Run 1, met2 routing:
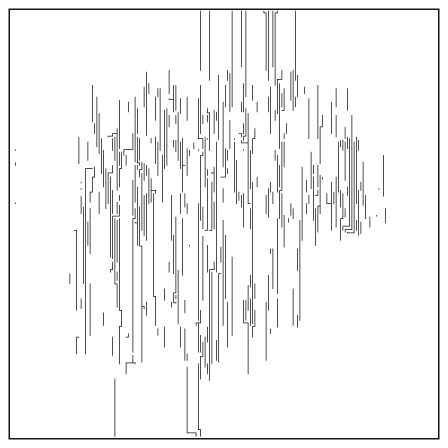
Run 1, drive-strength map:
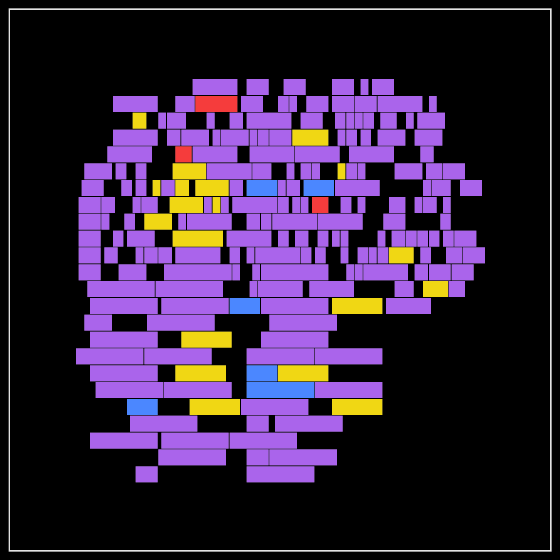
Run 1, track usage over the die:
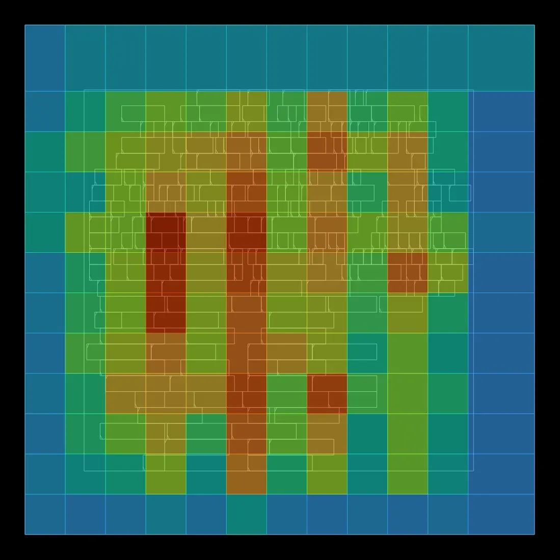
`src/rtl/gskew_update_unit.sv`:
```
// gskew_update_unit: speculative GHR plus a FIFO of in-flight predictions, and a three-bank PHT update sequencer.
// Ports: clk, reset (sync, active-high); pred_valid/pred_pc/pred_taken/pred_ready accept predictions;
// res_valid/res_taken/res_ready resolve the oldest one; ghr is the speculative history; mispredict is a 1-cycle pulse;
// pht_addr/pht_rdata/pht_we/pht_wdata drive the counter update; busy is high while an update runs.
// Optional macro GSKEW_UPD_STATS_EN adds stat_branches/stat_mispred saturating counters.
module gskew_update_unit #(
  parameter int DEPTH = 4
) (
  input  logic       clk,
  input  logic       reset,
  input  logic       pred_valid,
  input  logic [2:0] pred_pc,
  input  logic       pred_taken,
  output logic       pred_ready,
  input  logic       res_valid,
  input  logic       res_taken,
  output logic       res_ready,
  output logic [2:0] ghr,
  output logic       mispredict,
  output logic [2:0] pht_addr,
  input  logic [1:0] pht_rdata,
  output logic       pht_we,
  output logic [1:0] pht_wdata,
  output logic       busy
`ifdef GSKEW_UPD_STATS_EN
  ,
  output logic [7:0] stat_branches,
  output logic [7:0] stat_mispred
`endif
);
  localparam int AW = $clog2(DEPTH);
  typedef enum logic [1:0] {IDLE, UPD_SHARE, UPD_SELECT, UPD_BIMODAL} state_t;
  state_t state, state_nxt;
  logic [6:0] mem [DEPTH];
  logic [AW-1:0] rptr, wptr;
  logic [AW:0] count;
  logic push, pop;
  logic [2:0] u_pc, u_sg;
  logic u_taken;
  logic [2:0] idx_share, idx_select, idx_bimodal;
  assign pred_ready = count != (AW+1)'(DEPTH);
  assign res_ready = state == IDLE && count != '0;
  assign push = pred_valid & pred_ready;
  assign pop = res_valid & res_ready;
  assign busy = state != IDLE;
  // entry layout: {pc, pre-shift ghr, predicted direction}
  always_ff @(posedge clk)
    if (push) mem[wptr] <= {pred_pc, ghr, pred_taken};
  always_ff @(posedge clk) begin
    if (reset) begin
      rptr <= '0;
      wptr <= '0;
      count <= '0;
      ghr <= '0;
      mispredict <= 1'b0;
      u_pc <= '0;
      u_sg <= '0;
      u_taken <= 1'b0;
    end else begin
      mispredict <= pop && mem[rptr][0] != res_taken;
      if (pop) {u_pc, u_sg, u_taken} <= {mem[rptr][6:1], res_taken};
      // a mispredict flushes everything younger, including a push in this cycle, and restores history
      if (mispredict) begin
        rptr <= '0;
        wptr <= '0;
        count <= '0;
        ghr <= {u_sg[1:0], u_taken};
      end else begin
        if (push) wptr <= wptr + 1'b1;
        if (push) ghr <= {ghr[1:0], pred_taken};
        if (pop) rptr <= rptr + 1'b1;
        count <= count + (AW+1)'(push) - (AW+1)'(pop);
      end
    end
  end
  always_ff @(posedge clk)
    state <= reset ? IDLE : state_nxt;
  always_comb
    state_nxt = state == IDLE ? (pop ? UPD_SHARE : IDLE) :
                state == UPD_SHARE ? UPD_SELECT :
                state == UPD_SELECT ? UPD_BIMODAL : IDLE;
  assign idx_share = u_pc ^ u_sg;
  assign idx_select = {u_pc[1:0], u_sg[0]};
  assign idx_bimodal = u_pc;
  // later banks skip the write when they alias an earlier bank's counter
  always_comb begin
    pht_addr = state == UPD_SHARE ? idx_share :
               state == UPD_SELECT ? idx_select :
               state == UPD_BIMODAL ? idx_bimodal : 3'd0;
    pht_we = state == UPD_SHARE ||
             (state == UPD_SELECT && idx_select != idx_share) ||
             (state == UPD_BIMODAL && idx_bimodal != idx_share && idx_bimodal != idx_select);
    pht_wdata = state == IDLE ? 2'd0 :
                u_taken ? (pht_rdata == 2'd3 ? 2'd3 : pht_rdata + 2'd1) :
                (pht_rdata == 2'd0 ? 2'd0 : pht_rdata - 2'd1);
  end
`ifdef GSKEW_UPD_STATS_EN
  always_ff @(posedge clk) begin
    if (reset) begin
      stat_branches <= '0;
      stat_mispred <= '0;
    end else begin
      if (state == UPD_SHARE && stat_branches != 8'hff) stat_branches <= stat_branches + 8'd1;
      if (mispredict && stat_mispred != 8'hff) stat_mispred <= stat_mispred + 8'd1;
    end
  end
`endif
endmodule

```
`config.mk`:
```
export PLATFORM = sky130hd
export DESIGN_NAME = gskew_update_unit
export DESIGN_NICKNAME = d
export VERILOG_FILES = /design/src/rtl/gskew_update_unit.sv
export SDC_FILE = /design/constraint.sdc
export NUM_CORES = 1
export LEC_CHECK = 0
export CORE_MARGIN = 10
export CORE_UTILIZATION = 50
export CTS_BUF_LIST = sky130_fd_sc_hd__clkbuf_8
export DETAILED_ROUTE_END_ITERATION = 16
export PLACE_DENSITY = 0.81
export SLEW_MARGIN = 20
export SYNTH_ARGS = -nofsm -noshare
export SYNTH_HDL_FRONTEND = slang
export SYNTH_SLANG_ARGS = --single-unit
```
`constraint.sdc`:
```
create_clock -name clk -period 4.7 [get_ports clk]
set_clock_uncertainty 0.2 [all_clocks]
set_input_delay 0.705 -clock clk [delete_from_list [all_inputs] [get_ports clk]]
set_output_delay 0.705 -clock clk [all_outputs]
set_load 0.02 [all_outputs]
```
==> out/results.md, run 1 <==
| Item | This run | Unit |
|:---|:---|:---|
| I/O pin cnt | 24 | - |
| Std-Cell Rows | 24 | - |
| Horizontal die dimension | 87.3 | µm |
| Crit. End Element | output pin | - |
| Maximum fanout along the worst path | 5 | - |
| Switching Fraction | 32.8 | % |
| Max FFs per register | 28 | - |
| Critical Path, Cell by Cell | inv_1 -> ha_1 -> nand2b_1 -> o221a_2 -> o21ai_0 -> clkdlybuf4s50_1 | - |
| Largest Register | mem | - |
| Root buffer cell | clkbuf_8 | - |
| Area leader, netlist | edfxtp_1 | - |
| Global routing's busiest layer | met2 | - |
| Hold Fails Final Rpt | 0 | - |
| Min Tclk post-route | 3.14 | ns |
| XORs/XNORs by Area | 1.55 | % |
| Outcome | finished clean | - |
| Worst-case register-to-register setup slack | 1.69 | ns |
| And-or/or-and share of the synthesized area | 11.7 | % |
| Share of total power in sequential cells | 46.4 | % |
| Largest power group | sequential cells | - |
| Launching element type of the critical path | flip-flop | - |
| Grt ovf | 0 | - |
| Multiplexer share of the synthesized area | 7.85 | % |
| Slew at the pin with the worst max-slew slack | 0.796 | ns |
| Reported combinational group power | 0.000439 | W |
| Worst vdd rail ir drop | 0.312 | mV |
| Area fraction in and, or, nand and nor cells after synthesis | 11.7 | % |
| Data required time of the worst path | 3.80 | ns |
| First-pass GRT wire length | 6.92 | mm |
| Met1 track demand over resource in global routing | 13.4 | % |
| Post-Syn Instances | 185 | - |
| Number of warning messages in the yosys log | 0 | - |
| Largest net degree at the start of global routing | 17 | - |
| Count of flip-flops with a built-in enable after synthesis | 28 | - |
| Average cell area after synthesis | 12.2 | µm² |
| Antenna Nets Post-Route | 0 | - |
| Type of the tightest min-delay check | flip-flop to flip-flop | - |
| Chip height | 87.3 | µm |
| Met2 WL | 2.07 | mm |
| Slew Limit Fails | 0 | - |
| Routed length on met1 | 1.74 | mm |
| P_sw | 0.000449 | W |
| Length of routed met3 wiring | 206 | µm |
About 'met2 routing':
main direction: vertical
nets with wire on the layer: 192
wire length on this layer: 2,070 µm
share of all routed wire: 51%
longest straight run: 37.7 µm
met2 Track Usage GR: 18.7%
aggregate routed wire length: 4.06 mm
count of vias placed by the detailed router: 1,435

About 'drive-strength map':
legend:
  blue:
    size: x6 and larger
    cells: 6
  yellow:
    size: x2
    cells: 19
  red:
    size: x3 and x4
    cells: 3
  purple:
    size: x1 and smaller
    cells: 181
area of all placed cells without fillers: 2640 µm²
smallest setup slack after layout: 1.56 ns
total of plain and repair buffers excluding clock buffers: 23
area growth from synthesis to layout: 16.6%

About 'track usage over the die':
end-of-flow core utilization: 60.6%
GRT Overall Usage: 11.3%
detailed-route wire length per cell: 15.5 µm

[run 1: cells in the final DEF, fill, tap and decap left out, types with 3 or more instances in the layout]
cell type / n
nand2_1: 18
xnor2_1: 4
a21oi_1: 17
and3_1: 4
clkdlybuf4s50_1: 23
inv_1: 13
edfxtp_1: 28
nor2_1: 7
clkbuf_8: 5
dfxtp_1: 22
a2111oi_2: 3
nor2b_1: 3
inv_2: 3
nand3_1: 4
mux4_2: 7
o21ai_0: 7
ha_1: 10
[run 1: stage by stage]
| step | cell area, µm² | utilization, % | hold WS, ns | power, W | setup slack [ns] |
|---|---|---|---|---|---|
| 3_5_place_dp | 2520 | 58.0 | 0.272 | 0.00109 | 1.36 |
| 3_3_place_gp | 2520 | 58.0 | 0.263 | 0.00108 | 1.44 |
| 6_report | 2640 | 60.6 | 0.289 | 0.00137 | 1.56 |
| 4_1_cts | 2640 | 60.6 | 0.288 | 0.00138 | 1.56 |
| 5_1_grt | 2640 | 60.6 | 0.333 | 0.00146 | 1.42 |
| 2_1_floorplan | 2260 | - | 0.254 | 0.000951 | 2.19 |
[run 1: worst paths after layout]
kind | end | startpoint
max | pht_addr[2] | state[1]$_SDFF_PP0_
min | flip-flop | rptr[0]$_SDFFE_PP0P_
max reg2reg | count[2]$_SDFF_PP0_ | count[1]$_SDFF_PP0_
min reg2reg | flip-flop | rptr[0]$_SDFFE_PP0P_
[run 1: final cells by class]
class | instances | area [µm²]
fill | 344 | 1720
sequential | 50 | 1280
clock inverter | 3 | 45.0
tap | 52 | 65.1
timing repair buffer | 23 | 230
clock buffer | 5 | 68.8
multi-input combinational | 112 | 887
inverter | 16 | 60.1
Run 1, signal wires on met1:
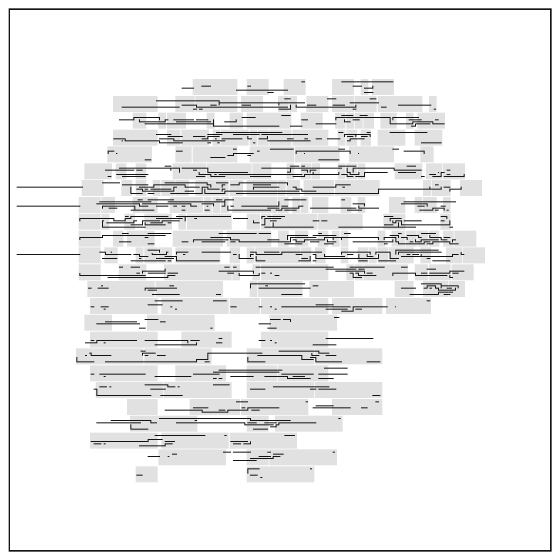

## Run 2: what changed since run 1
==> constraint.sdc (replaced) <==
create_clock -name clk -period 3.2 [get_ports clk]
set_clock_uncertainty 0.2 [all_clocks]
set_input_delay 0.48 -clock clk [delete_from_list [all_inputs] [get_ports clk]]
set_output_delay 0.48 -clock clk [all_outputs]
set_load 0.02 [all_outputs]
Run 2, signal wires on met1:
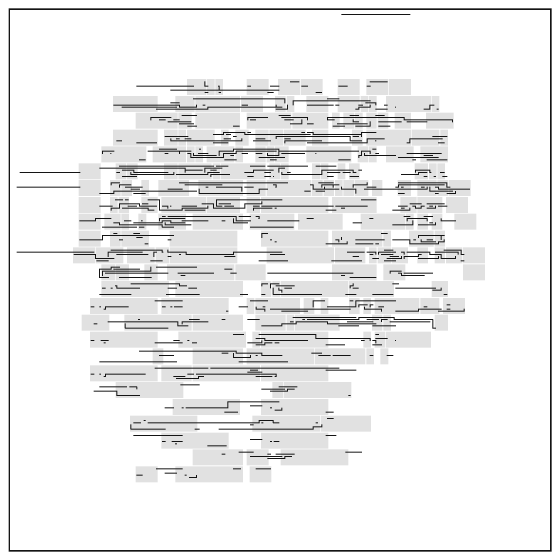
longest straight run: 20.7 µm
nets with wire on the layer: 205
share of all routed wire: 42%
count of vias placed by the detailed router: 1,450
met1 track demand over resource in global routing: 13.4%
aggregate routed wire length: 4.06 mm

==> out/results.md, run 2 <==
| Item | This run | Unit | Delta |
|:---|:---|:---|:---|
| Area leader, netlist | edfxtp_1 | - |  |
| Max FFs per register | 28 | - | unchanged |
| Crit. End Element | output pin | - |  |
| Smallest setup slack after layout | 0.327 | ns | -1.24 ns |
| Slew at the pin with the worst max-slew slack | 0.632 | ns | -0.164 ns |
| Chip height | 87.3 | µm | unchanged |
| Number of warning messages in the yosys log | 0 | - | unchanged |
| Horizontal die dimension | 87.3 | µm | unchanged |
| Detailed-route wire length per cell | 15.4 | µm | -0.74% |
| Average cell area after synthesis | 12.2 | µm² | unchanged |
| Minimum setup slack after placement | 0.342 | ns | -1.02 ns |
| Critical path origin | state[1]$_SDFF_PP0_ | - |  |
| Root buffer cell | clkbuf_8 | - |  |
| Reg-to-reg endpoint | count[2]$_SDFF_PP0_ | - |  |
| Most frequent cells in the layout | edfxtp_1, clkdlybuf4s50_1, dfxtp_1, nand2_1, a21oi_1 | - |  |
| Antenna Nets Post-Route | 0 | - | unchanged |
| Largest net degree at the start of global routing | 16 | - | -1 |
| Outcome | finished clean | - |  |
| Grt ovf | 0 | - | unchanged |
| Post-Syn Instances | 185 | - | unchanged |
| Area growth from synthesis to layout | 17.0 | % |  |
| Hold Fails Final Rpt | 0 | - | unchanged |
| Launching point of the worst reg2reg path | state[0]$_SDFF_PP0_ | - |  |
| Worst setup endpoint | pht_addr[2] | - |  |
| Worst-case register-to-register setup slack | 0.67 | ns | -1.02 ns |
| Met2 WL | 2.09 | mm | +0.87% |
| Count of flip-flops with a built-in enable after synthesis | 28 | - | unchanged |
| Min Tclk post-route | 2.87 | ns |  |
| Most instantiated logic cell after routing | edfxtp_1 | - |  |
| Fillcell total | 340 | - | -1.2% |
| Critical Path, Cell by Cell | inv_1 -> ha_1 -> nand2b_1 -> o221a_2 -> o21ai_0 -> clkdlybuf4s50_1 | - |  |
| Final Hold Slack | 0.287 | ns | -0.00253 ns |
Run 2, drive-strength map:
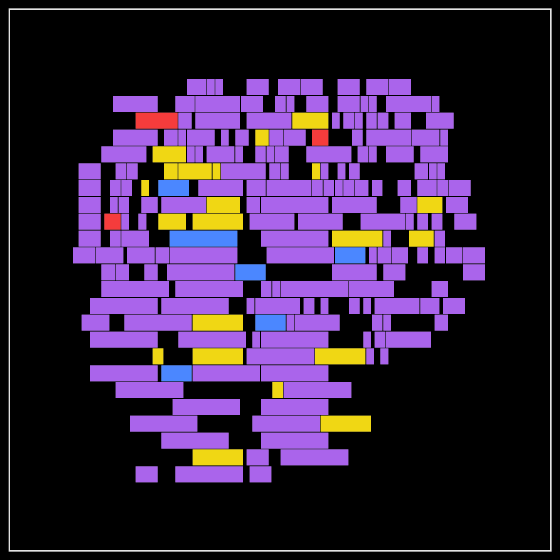
legend:
  yellow:
    size: x2
    cells: 21
  red:
    size: x3 and x4
    cells: 3
  blue:
    size: x6 and larger
    cells: 6
  purple:
    size: x1 and smaller
    cells: 181

run 2: netlist changes by cell type in the layout (fill, tap and decap cells not counted), sizes merged:
| cell | change |
|---|---|
| buf | +2 |
| clkinvlp | -2 |
| clkinv | +2 |
run 2: metrics by stage:
step                area (µm²)  total power [W]  utilization [%]  std cells
finish                    2650          0.00202             60.8        263
global route              2650          0.00214             60.8        263
CTS                       2650          0.00203             60.8        263
detailed placement        2540          0.00161             58.3        255
global placement          2540          0.00159             58.3        255
floorplan                 2260          0.00140                -        185
run 2: worst min-delay path: stages, from the launching register on:
cell and delay (ns):
dfxtp_1 0.32, nand2_1 0.07, a21oi_1 0.06
run 2: cell families after synthesis:
| family | share of synthesized area, % |
|---|---|
| AOI/OAI and AO/OA | 11.7 |
| xor gates and xnor gates | 1.55 |
| adders and majority gates | 6.42 |
| buffers and inverters | 4.15 |
| DFF | 56.6 |
| muxes | 7.85 |
| and+or+nand+nor | 11.7 |
run 2: report_power, final:
part           internal, W  leakage, nW  switching, W
clock network     0.000230       0.0579      0.000198
registers         0.000804        0.439      0.000131
logic             0.000322        0.449      0.000329
total              0.00136        0.946      0.000659
run 2: area by class of cell:
cell class	count	area (µm²)	area share (%)
clock buffers	5	68.8	2.60
clock inverters	3	40.0	1.51
inverters	16	60.1	2.27
multi-input cells	112	887	33.5
flip-flops and latches	50	1280	48.4
well taps	52	65.1	2.46
repair buffers	25	245	9.26
run 2: per-layer routing:
metal	global-route usage, %	up-vias
li1	-	720
met2	19.2	22
met3	3.37	6
met4	3.62	0
met1	13.4	702
met5	0	-
No activity file was given, so power comes from the tool's default toggle rates.
